`src/rtl/bcd_pkg.sv`:
```
// Shared types and constants for the shared double-dabble BCD converter.
package bcd_pkg;

  // Controller sequencing: wait for a grant, convert, hold the result.
  typedef enum logic [1:0] {
    IDLE,
    CONV,
    HOLD
  } ctl_state_t;

  // Core sequencing: LOAD doubles as the resting state between conversions.
  typedef enum logic [1:0] {
    LOAD,
    ADJ,
    SHIFT,
    DONE
  } core_state_t;

  localparam logic [3:0] ADD3       = 4'd3;
  localparam logic [3:0] ADJ_THRESH = 4'd4;

  // True when BCD_DIGITS decimal digits can hold the largest BIN_W-bit value.
  function automatic bit bcd_digits_ok(input int unsigned bin_w, input int unsigned digits);
    longint unsigned pow10;
    longint unsigned max_bin;
    pow10 = 64'd1;
    for (int unsigned i = 0; i < digits; i++) begin
      pow10 = pow10 * 64'd10;
    end
    max_bin = (64'd1 << bin_w) - 64'd1;
    return pow10 > max_bin;
  endfunction

endpackage

```
`src/rtl/bcd_dd_core.sv`:
```
// Iterative double-dabble core: one load cycle, then BIN_W adjust/shift pairs.
module bcd_dd_core
  import bcd_pkg::*;
#(
  parameter int unsigned BIN_W      = 8,
  parameter int unsigned BCD_DIGITS = 3
) (
  input  logic                    clk,
  input  logic                    rst,
  input  logic                    start,
  input  logic [BIN_W-1:0]        operand,
  output logic                    done,
  output logic [4*BCD_DIGITS-1:0] bcd
);

  localparam int unsigned BCD_W = 4 * BCD_DIGITS;
  localparam int unsigned CNT_W = $clog2(BIN_W + 1);

  core_state_t      state;
  logic [BIN_W-1:0] bin;
  logic [CNT_W-1:0] cnt;
  logic [BCD_W-1:0] bcd_adj;

  // Add-3 correction on every digit above 4, all digits in parallel.
  always_comb begin
    bcd_adj = bcd;
    for (int d = 0; d < int'(BCD_DIGITS); d++) begin
      if (bcd[4*d +: 4] > ADJ_THRESH) begin
        bcd_adj[4*d +: 4] = bcd[4*d +: 4] + ADD3;
      end
    end
  end

  // Conversion sequencer; done is a one-cycle pulse after the final shift.
  always_ff @(posedge clk or negedge rst) begin
    if (!rst) begin
      state <= LOAD;
      bin   <= '0;
      bcd   <= '0;
      cnt   <= '0;
      done  <= 1'b0;
    end else begin
      done <= 1'b0;
      case (state)
        LOAD: begin
          if (start) begin
            bin   <= operand;
            bcd   <= '0;
            cnt   <= '0;
            state <= ADJ;
          end
        end
        ADJ: begin
          bcd   <= bcd_adj;
          state <= SHIFT;
        end
        SHIFT: begin
          bcd <= {bcd[BCD_W-2:0], bin[BIN_W-1]};
          bin <= {bin[BIN_W-2:0], 1'b0};
          cnt <= cnt + CNT_W'(1);
          if (cnt == CNT_W'(BIN_W - 1)) begin
            state <= DONE;
            done  <= 1'b1;
          end else begin
            state <= ADJ;
          end
        end
        DONE: begin
          state <= LOAD;
        end
        default: state <= LOAD;
      endcase
    end
  end

endmodule

```
`src/rtl/bcd_conv_arbiter.sv`:
```
// Round-robin front end sharing one double-dabble core between NUM_REQ requesters.
module bcd_conv_arbiter
  import bcd_pkg::*;
#(
  parameter int unsigned NUM_REQ    = 4,
  parameter int unsigned BIN_W      = 8,
  parameter int unsigned BCD_DIGITS = 3,
  parameter int unsigned ID_W       = $clog2(NUM_REQ)
) (
  input  logic                       clk,
  input  logic                       rst,
  input  logic [NUM_REQ-1:0]         req_valid,
  input  logic [NUM_REQ*BIN_W-1:0]   req_data,
  output logic [NUM_REQ-1:0]         req_ready,
  output logic                       res_valid,
  input  logic                       res_ready,
  output logic [4*BCD_DIGITS-1:0]    res_bcd,
  output logic [ID_W-1:0]            res_id,
  output logic                       busy
);

  localparam int unsigned BCD_W = 4 * BCD_DIGITS;

  // Reject digit counts too small to represent the full operand range.
  if (!bcd_digits_ok(BIN_W, BCD_DIGITS)) begin : g_bad_digits
    $error("bcd_conv_arbiter: BCD_DIGITS too small for BIN_W");
  end

  ctl_state_t        state;
  logic [ID_W-1:0]   ptr;
  logic              arb_en;
  logic              core_start;
  logic [BIN_W-1:0]  op_q;
  logic [ID_W-1:0]   id_q;

  logic              win_found;
  logic [ID_W-1:0]   win_id;
  logic [ID_W-1:0]   idx;
  logic [BIN_W-1:0]  win_data;
  logic [ID_W-1:0]   ptr_next;
  logic              accept;

  logic              core_done;
  logic [BCD_W-1:0]  core_bcd;

  // Round-robin search starting at ptr and wrapping modulo NUM_REQ.
  always_comb begin
    win_found = 1'b0;
    win_id    = '0;
    idx       = '0;
    for (int k = 0; k < int'(NUM_REQ); k++) begin
      idx = ID_W'((int'(ptr) + k) % int'(NUM_REQ));
      if (!win_found && req_valid[idx]) begin
        win_found = 1'b1;
        win_id    = idx;
      end
    end
  end

  // Operand of the current winner.
  always_comb begin
    win_data = '0;
    for (int k = 0; k < int'(NUM_REQ); k++) begin
      if (win_id == ID_W'(k)) begin
        win_data = req_data[k*BIN_W +: BIN_W];
      end
    end
  end

  // Grant is combinational in IDLE only; arb_en keeps it low while in reset.
  assign req_ready = (state == IDLE && arb_en && win_found) ? (NUM_REQ'(1) << win_id) : '0;
  assign accept    = |(req_valid & req_ready);
  assign ptr_next  = (win_id == ID_W'(NUM_REQ - 1)) ? '0 : win_id + ID_W'(1);

  // Controller: grant, run the core, hold the tagged result until accepted.
  always_ff @(posedge clk or negedge rst) begin
    if (!rst) begin
      state      <= IDLE;
      ptr        <= '0;
      arb_en     <= 1'b0;
      core_start <= 1'b0;
      op_q       <= '0;
      id_q       <= '0;
      res_valid  <= 1'b0;
      res_bcd    <= '0;
      res_id     <= '0;
      busy       <= 1'b0;
    end else begin
      arb_en     <= 1'b1;
      core_start <= 1'b0;
      case (state)
        IDLE: begin
          if (accept) begin
            op_q       <= win_data;
            id_q       <= win_id;
            core_start <= 1'b1;
            ptr        <= ptr_next;
            busy       <= 1'b1;
            state      <= CONV;
          end
        end
        CONV: begin
          if (core_done) begin
            res_valid <= 1'b1;
            res_bcd   <= core_bcd;
            res_id    <= id_q;
            state     <= HOLD;
          end
        end
        HOLD: begin
          if (res_ready) begin
            res_valid <= 1'b0;
            busy      <= 1'b0;
            state     <= IDLE;
          end
        end
        default: state <= IDLE;
      endcase
    end
  end

  bcd_dd_core #(
    .BIN_W      (BIN_W),
    .BCD_DIGITS (BCD_DIGITS)
  ) u_core (
    .clk     (clk),
    .rst     (rst),
    .start   (core_start),
    .operand (op_q),
    .done    (core_done),
    .bcd     (core_bcd)
  );

endmodule

```
`config.mk`:
```
export PLATFORM = sky130hd
export DESIGN_NAME = bcd_conv_arbiter
export DESIGN_NICKNAME = d
export VERILOG_FILES = /design/src/rtl/bcd_pkg.sv /design/src/rtl/bcd_dd_core.sv /design/src/rtl/bcd_conv_arbiter.sv
export SDC_FILE = /design/constraint.sdc
export NUM_CORES = 1
export LEC_CHECK = 0
export CAP_MARGIN = 15
export CELL_PAD_IN_SITES_DETAIL_PLACEMENT = 1
export CELL_PAD_IN_SITES_GLOBAL_PLACEMENT = 2
export CORE_MARGIN = 3
export CORE_UTILIZATION = 30
export DETAILED_ROUTE_END_ITERATION = 7
export PLACE_DENSITY = 0.72
export SLEW_MARGIN = 25
export SYNTH_ARGS = -nofsm -noshare
export SYNTH_HDL_FRONTEND = slang
export SYNTH_SLANG_ARGS = --single-unit
export TNS_END_PERCENT = 100
```
`constraint.sdc`:
```
create_clock -name clk -period 2.3 [get_ports clk]
set_input_delay 0.345 -clock clk [delete_from_list [all_inputs] [get_ports clk]]
set_output_delay 0.345 -clock clk [all_outputs]
set_load 0.03 [all_outputs]
```
run_1/ff_map.png
Other sequential cells in the stronger gray, the rest of the logic in the fainter gray.
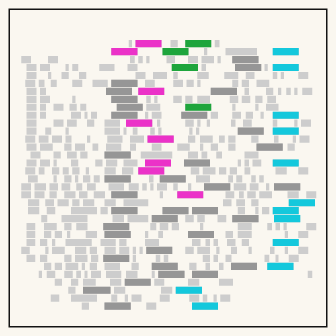
- `u_core.cnt`: green (sequential cells 4; where top center)
- `u_core.bin`: magenta (sequential cells 8)
- `res_bcd`: cyan (sequential cells 12)

run_1/m1.png
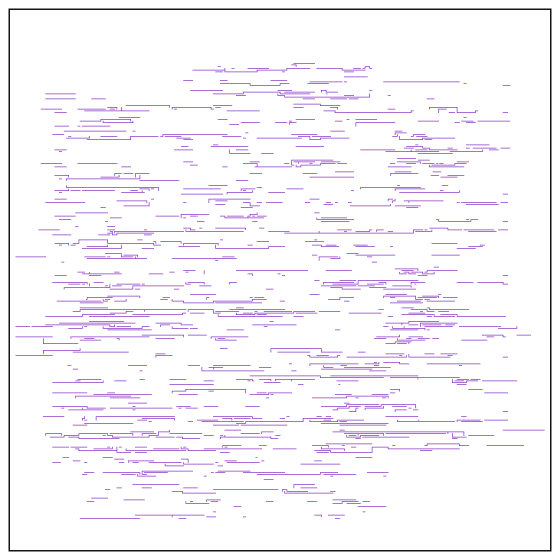
- wire length on this layer: 3,460 um
- share of all routed wire: 44%
final WL: 7.912 mm
met1 Usage GRT: 17.22%
detailed-route via count: 2,554

==> flow_summary.ini, run 1 <==
; yosys + openroad results
[outcome]
status = finished with violations
violations = negative setup slack

[yosys]
synth.most_common_cell = dfrtp_1
synth-edff-count = 0
xor_share_pct = 1.121
synthSimpleGateAreaFrac_pct = 13.41
syn_area_um2 = 3125
ys_area_um2 = 3125
ys_cells = 300
ys_warn_count = 0
avgSynthCellArea_um2 = 10.42
aoi_share_pct = 18.45
synthFlopType = dfrtp_1
ys_ff = 59
adder_share_pct = 5.604
logic_family = AND-OR/OR-AND gates
fp_nets = 353
async_reset_ff_share_pct = 100.0
area_leaders = dfrtp_1 (47%), ha_1 (5.6%), o21ai_0 (4.5%)
yosys.cell_types.count = 42
synth_seq_share_pct = 47.24

[clocking]
clkLatencyLatePin_ns = 0.34
cts_tree = done
clkSlewWorstSetupHoldPaths_ns = 0.07
cts.sinks = 59
clockRootBuffer = clkbuf_8
h-tree-depth = 3
clock_path_buffers = 2

[worst_setup_path]
r2r-start = ptr[1]
cpPeakStageDelay_ns = 0.44
worst-setup-path-type = reg2out
rrSetupSlack_ns = 0
cpMostUsedCell = buf_6
crit_arrival_ns = 1.98
worstPathCellList = or2b_1, a21oi_2, a211oi_2, buf_4, buf_6, ha_4, and2_4, buf_6
worst-path-buf-inv = 3
crit_fanout = 6
start_kind = flop
r2r-end = op_q[7]
end_kind = output port
crit_slowest_cell = dfrtp_2
r2r_cells = 10
required_ns = 1.96

[floorplan]
io_pins = 59
die_h_um = 108.1
rows = 36
fp_util_pct = 31.40

[global_route]
grt_pass1_wl_mm = 13.68
grt_pass1_vias = 2850
grt_max_degree = 36
use_met3_pct = 4.179
grt-busiest-layer = met2

[pwr]
clockPowerShare_pct = 20.6
power_mw = 5.246
internal-power_mw = 3.312
combPwrFrac_pct = 48.3
netSwitchingFraction_pct = 36.87
vdd_drop_max_mv = 0.3491
leakagePower_nw = 2.030
pwr-share-seq_pct = 31.1
power.switching_mw = 1.934

[worst_hold_path]
hold_class = in2async

[detailed_routing]
ant_nets = 0
drc = 0
vias_per_cell = 4.738
firstDrtPassIters = 4
initialDrtViolationCount = 92

[layout]
fillers = 1127
area.growth.synth_to_final_pct = 45.60
post-route-cell-area_um2 = 4551
antenna_cells = 0

[sta]
grt_setup_unrepaired = true
tns_ns = -0.04844
hold_violations = 0
fmax_ghz = 0.4297
slew_viol_final = 0
clock_skew_ns = 0.01198
slew_headroom_pct = 40.25
worst_slack_ns = -0.02733
holdWs_ns = 0.02145
finalSetupViolCount = 4
period_needed_ns = 2.327

[place]
dp.cells = 507
place_ws_ns = -0.5650
dpl-instance-area_um2 = 4033
hpwl_mm = 5.586
run_1/util_map.png
11 x 11 tiles, from white (low) to dark blue (high), 0 to 100% covered.
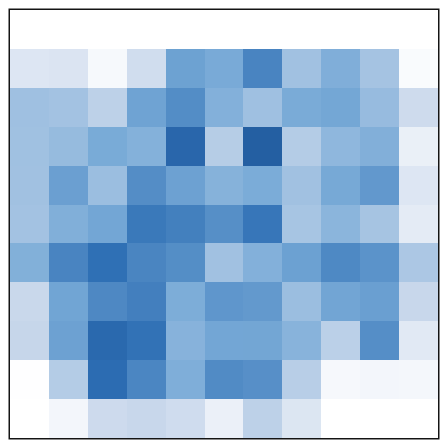
- nearly empty tiles: 13%
- mean over tiles: 38%
- fullest tile: 81%
core area: 9955 um2
Final Util: 45.71%

run_1/m2.png
Cells faint in the background.
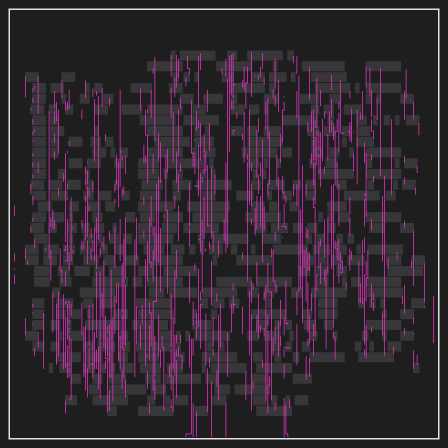
- wire length on this layer: 3,840 um
- nets with wire on the layer: 367
- longest straight run: 54.6 um
grt met2 use: 25.75%

run 1: sequential cells by signal, summed over array words and instances (netlist names):
name	cells
id_q	2
core_start	1
u_core.bin	8
u_core.state	2
res_id	2
arb_en	1
res_bcd	12
op_q	8
state	2
ptr	2
busy	1
u_core.cnt	4
res_valid	1
u_core.bcd	12
u_core.done	1
run 1: power groups by stage:
stage	registers [mW]	clock network, mW	logic [mW]
after global placement	1.64	0	2.17
final	1.63	1.08	2.54
after floorplan	1.63	0	1.44
after global routing	1.69	1.17	2.85
after CTS	1.64	1.12	2.46
after detailed placement	1.65	0	2.22
run 1: how the worst max path moves through the flow:
stage | from | to | slack, ns | depth (start not counted)
after floorplan | req_valid[0] | op_q[1] | 0.08 | 11
after global placement | req_valid[0] | op_q[0] | -0.40 | 10
after detailed placement | req_valid[0] | id_q[1] | -0.57 | 10
after CTS | ptr[0] | req_ready[3] | -0.02 | 8
after global routing | ptr[0] | req_ready[3] | -0.13 | 8
final | ptr[0] | req_ready[3] | -0.03 | 8
run 1: per-layer routing:
layer | share of wire [%] | vias up
met3 | 6.0 | 13
met2 | 49 | 71
met1 | 44 | 1194
li1 | - | 1276
met5 | 0 | -
met4 | 1.7 | 0
run 1: timing repair:
item,4_1_cts,5_1_grt
pin swaps,9,6
buffers inserted,13,4
endpoints found under the setup margin,17,19
cloned,1,0
resized,34,19
run 1: layout make-up:
class	count	area [um2]	area share (%)
inverter	20	75.07	1.650
clock inverter	4	72.57	1.595
multi-input combinational	209	1648	36.21
timing repair buffer	102	955.9	21.01
clock buffer	12	155.1	3.409
tap	133	166.4	3.657
sequential	59	1478	32.47
==> inputs of run 2 (changes only) <==
--- a/config.mk
+++ b/config.mk
@@ -8,7 +8,7 @@
 export CAP_MARGIN = 15
 export CELL_PAD_IN_SITES_DETAIL_PLACEMENT = 1
 export CELL_PAD_IN_SITES_GLOBAL_PLACEMENT = 2
-export CORE_MARGIN = 3
+export CORE_MARGIN = 8
 export CORE_UTILIZATION = 30
 export DETAILED_ROUTE_END_ITERATION = 7
 export PLACE_DENSITY = 0.72
run_2/m1.png
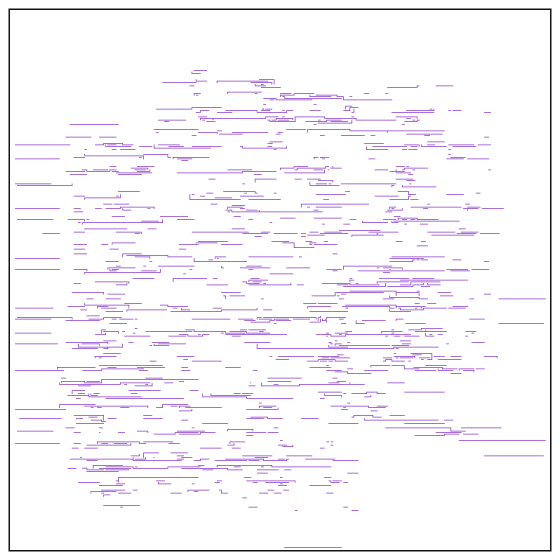
- wire length on this layer: 3,490 um
- nets with wire on the layer: 394

run_2/m2.png
Cells faint in the background.
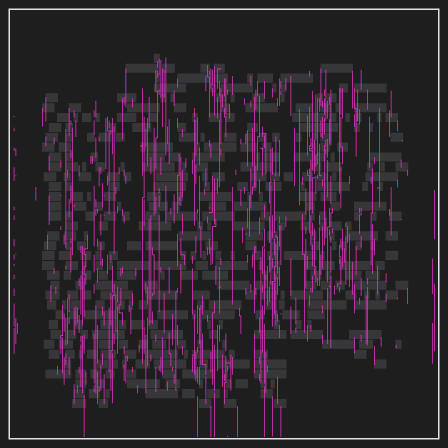
- nets with wire on the layer: 377
- share of all routed wire: 48%
- main direction: vertical
- wire length on this layer: 3,810 um
- longest straight run: 45.7 um

==> run 2 against run 1 <==
- the flow now finishes without violations
- wire length is essentially flat
- total power down 4.7%
- synthesized cell count is the same
- count of clock-buffer cells in the layout is 2 lower
- global-route usage shrank 3.0 points
- die area up 19%
- hold slack improved by 0.0070 ns
- final area decreased by 4.3%
- register-to-register slack gained 0.08 ns
- non-clock buffer count fell by 13
- largest power group unchanged
==> flow_summary.ini, run 2 <==
; yosys + openroad results
[outcome]
status = finished, final reports clean

[worst_setup_path]
r2r-end = op_q[0]
required_ns = 1.96
crit_cells = 7
crit_fanout = 5
start_kind = flop
worst-path-buf-inv = 2
rrSetupSlack_ns = 0.08
crit_path_start = ptr[0]
crit_slowest_cell = dfrtp_1
worstPathCellList = or2b_1, a21oi_2, a211oi_4, buf_4, ha_4, and2_2, buf_6
r2r-start = ptr[1]

[clocking]
post-cts-setup-buffers = 4
cts_tree = done
cts.sinks = 59
h-tree-depth = 3
clkLatencyLatePin_ns = 0.33
cts.repair.resized = 17
clockRootBuffer = clkbuf_8

[yosys]
synth-edff-count = 0
synthFlopType = dfrtp_1
area_leaders = dfrtp_1 (47%), ha_1 (5.6%), o21ai_0 (4.5%)
yosys.cell_types.count = 42
syn_area_um2 = 3125
avgSynthCellArea_um2 = 10.42
synth_seq_share_pct = 47.24
synth.most_common_cell = dfrtp_1
fp_nets = 353
ys_ff = 59
ys_warn_count = 0
ys_area_um2 = 3125
async_reset_ff_share_pct = 100.0

[floorplan]
rows = 37
fp_util_pct = 30.55
die_h_um = 118.1

[sta]
finalSetupViolCount = 0
tns_ns = 0
slew_headroom_pct = 57.72
clock_skew_ns = 0.007548
worst_slack_ns = 0.06271
holdWs_ns = 0.02842
slew_viol_final = 0
fmax_ghz = 0.4470

[layout]
post-route-cell-area_um2 = 4357
final_core_util_pct = 42.58
antenna_cells = 0

[detailed_routing]
drc = 0
vias_per_cell = 4.839
drt-total-wl_mm = 7.911

[pwr]
leakagePower_nw = 1.926
power_mw = 4.999
power.switching_mw = 1.891
pwr-share-seq_pct = 32.6
internal-power_mw = 3.108

[global_route]
grt_max_degree = 36
grt_pass1_vias = 2872

[place]
dp.cells = 505
dpl-instance-area_um2 = 3999
hpwl_mm = 5.836
==> run 2: cell count changes in the layout (fill, tap and decap cells not counted), sizes merged <==
cell | before | now
buf | 49 | 36
clkinvlp | 1 | 0
clkbuf | 12 | 10
clkinv | 1 | 4
==> run 2: metal layers <==
| metal | share of wire [%] | global-route usage, % | vias up |
|---|---|---|---|
| met5 | 0 | 0 | - |
| met4 | 1.4 | 4.564 | 0 |
| met3 | 6.4 | 4.748 | 9 |
| met2 | 48 | 19.04 | 61 |
| met1 | 44 | 13.46 | 1236 |
| li1 | - | - | 1254 |
==> run 2: cell type report <==
| class | instances | area, um2 |
|---|---|---|
| Multi-Input combinational cell | 209 | 1603 |
| Sequential cell | 59 | 1476 |
| Timing Repair Buffer | 89 | 824.5 |
| Inverter | 20 | 75.07 |
| Clock inverter | 6 | 80.08 |
| Clock buffer | 10 | 127.6 |
| Fill cell | 1162 | 5874 |
| Tap cell | 136 | 170.2 |
==> run 2: kinds of logic (layout without fill, tap and decap cells) <==
| group | count (synthesis) | after routing | share of synthesized area (%) |
|---|---|---|---|
| AOI/OAI and AO/OA | 88 | 88 | 18.45 |
| xor gates and xnor gates | 4 | 4 | 1.121 |
| adders and majority gates | 14 | 14 | 5.605 |
| buffers and inverters | 33 | 125 | 4.323 |
| DFF | 59 | 59 | 47.24 |
| muxes | 26 | 26 | 9.728 |
| other | 1 | 1 | 0.1200 |
| and+or+nand+nor | 75 | 76 | 13.41 |
==> run 2: power by group through the flow <==
stage / sequential, mW / combinational [mW] / clock, mW
after floorplan: 1.63 / 1.44 / 0
after global placement: 1.63 / 2.15 / 0
after detailed placement: 1.65 / 2.21 / 0
after CTS: 1.63 / 2.31 / 1.04
after global routing: 1.67 / 2.63 / 1.09
final: 1.63 / 2.36 / 1.01
==> inputs of run 3 (changes only) <==
==> constraint.sdc (replaced) <==
create_clock -name clk -period 2 [get_ports clk]
set_input_delay 0.3 -clock clk [delete_from_list [all_inputs] [get_ports clk]]
set_output_delay 0.3 -clock clk [all_outputs]
set_load 0.03 [all_outputs]
run_3/ff_map.png
Other sequential cells in the stronger gray, the rest of the logic in the fainter gray.
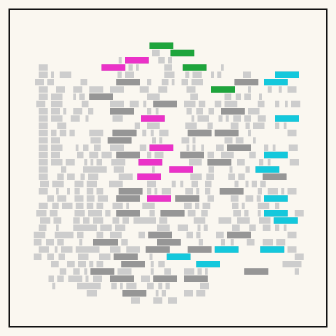
- `res_bcd`: cyan (sequential cells 12)
- `u_core.cnt`: green (sequential cells 4; where top center)
- `u_core.bin`: magenta (sequential cells 8; where center)
- not colored: 35

run_3/m2.png
Cells faint in the background.
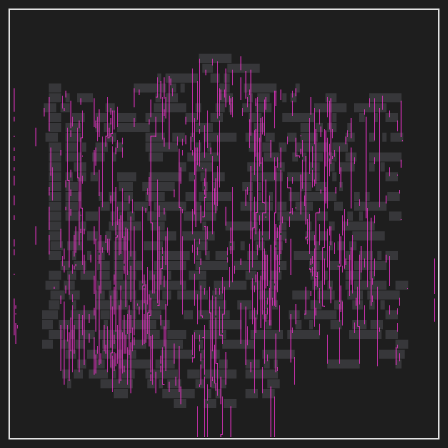
- longest straight run: 34.0 um
- share of all routed wire: 47%
- main direction: vertical

==> run 3 against run 2 <==
- sequential share of layout area down 1.3 points
- global-route usage up 0.19 points
- first-iteration DRC count increased by 13%
- wire length grew 2.5%
- synthesized area stayed put
- final cell count up 1.5%
- the run now ends with negative setup slack left
==> flow_summary.ini, run 3 <==
; yosys + openroad results
[outcome]
status = finished with violations
violations = negative setup slack

[yosys]
xor_share_pct = 1.121
aoi_share_pct = 18.45
synthFlopType = dfrtp_1
ys_warn_count = 0
synth.most_common_cell = dfrtp_1
mux_area_share_pct = 9.728
synth-edff-count = 0
yosys.cell_types.count = 42
synth_seq_share_pct = 47.24
ys_cells = 300
ys_area_um2 = 3125
ys_ff = 59
async_reset_ff_share_pct = 100.0
adder_share_pct = 5.604
logic_family = AND-OR/OR-AND gates
fp_nets = 353
synthSimpleGateAreaFrac_pct = 13.41
syn_area_um2 = 3125
area_leaders = dfrtp_1 (47%), ha_1 (5.6%), o21ai_0 (4.5%)

[floorplan]
io_pins = 59
fp_util_pct = 30.55
tap_cells = 136
rows = 37
die_h_um = 118.1
core_area_um2 = 10230

[sta]
hold_violations = 0
worst_slack_ns = -0.2584
grt_setup_unrepaired = true
clock_skew_ns = 0.01248
period_needed_ns = 2.258
fmax_ghz = 0.4428
tns_ns = -3.354
slew_headroom_pct = 60.75
slew_viol_final = 0
finalSetupViolCount = 18
holdWs_ns = 0.4786

[layout]
seq_area_um2 = 1478
signal_buffers = 97
sh_seq_area_pct = 32.60
seq_cells = 59
fillers = 1139
combAreaFraction_pct = 37.34
area.growth.synth_to_final_pct = 45.04
comb_area_um2 = 1693
final-nonclk-buf-share_pct = 20.65
reg_top3 = res_bcd (12), u_core.bcd (12)
inv_count = 20
logic_gate_count = 209
antenna_cells = 0
area_dominant_class = multi-input combinational cells
nClkBuffers = 9
clock_tree_area_fraction_pct = 3.919

[clocking]
cts_tree = done
clkLatencyLatePin_ns = 0.34
clkSlewWorstSetupHoldPaths_ns = 0.08
cts.sinks = 59
clock_path_buffers = 2
clockRootBuffer = clkbuf_8
h-tree-depth = 3

[worst_setup_path]
rrSetupSlack_ns = -0.22
worst-setup-path-type = reg2out
required_ns = 1.70
start_kind = flop
crit_arrival_ns = 1.96
crit_fanout = 5
end_kind = output port

[pwr]
leakagePower_nw = 1.993
power_mw = 5.815
vdd_drop_max_mv = 0.5020

[global_route]
grt_max_degree = 60
grt_overflow_total = 0
grt_pass1_vias = 2811
grt_pass1_wl_mm = 13.91

[detailed_routing]
drt-total-wl_mm = 8.105
drc = 0
firstDrtPassIters = 3
vias = 2550
vias_per_cell = 4.749
initialDrtViolationCount = 63
ant_nets = 0

[worst_hold_path]
hold_class = reg2reg

[place]
hpwl_mm = 5.700

[run]
drv_cap = 0
## run 3: per-stage QoR
step	std cells	setup slack, ns	utilization, %	instance area (um2)
after global routing	537	-0.3318	44.31	4533
after floorplan	300	-0.1146	-	3152
after global placement	506	-0.5914	39.27	4018
final	537	-0.2584	44.31	4533
after CTS	535	-0.2992	43.32	4432
after detailed placement	506	-0.7496	39.27	4018
## run 3: worst max-delay path: stages, from the launching register on
cell,delay (ns)
dfrtp_2,0.45
a21o_2,0.20
a21oi_2,0.12
o22a_1,0.17
buf_6,0.14
ha_4,0.17
buf_6,0.10
and2_4,0.14
buf_6,0.13
## run 3: metal layers
layer	track usage, %	share of wire, %	vias to the layer above	wire length (um)
met2	19.57	47	61	3805
met5	0	0	-	0
met1	13.95	45	1208	3613
li1	-	-	1268	-
met4	4.564	1.8	0	142
met3	4.125	6.7	13	544
## run 3: worst paths after layout
path / from / to / cells past startpoint
worst max-delay path: ptr[1] / req_ready[2] / 8
worst min-delay path: u_core.bin[6] / u_core.bin[6] / 2
worst max register to register: ptr[0] / op_q[7] / 10
worst min register to register: u_core.bin[6] / u_core.bin[6] / 2
max in group asynchronous: rst / op_q[4] / 3
min in group asynchronous: rst / u_core.bcd[2] / 3
## run 3: timing repair
item                                    4_1_cts  5_1_grt
endpoints found under the hold margin        59        0
buffers inserted                             11        4
endpoints found under the setup margin       19       23
hold buffers                                  1        0
resized                                      42       24
cloned                                        1        0
pin swaps                                    10       13
## run 3: power breakdown
part / total, mW / switching, mW / internal, mW
Clock: 0.973 / 0.519 / 0.454
Combinational: 2.96 / 1.46 / 1.50
Sequential: 1.88 / 0.316 / 1.56
No activity file was given, so power comes from the tool's default toggle rates.
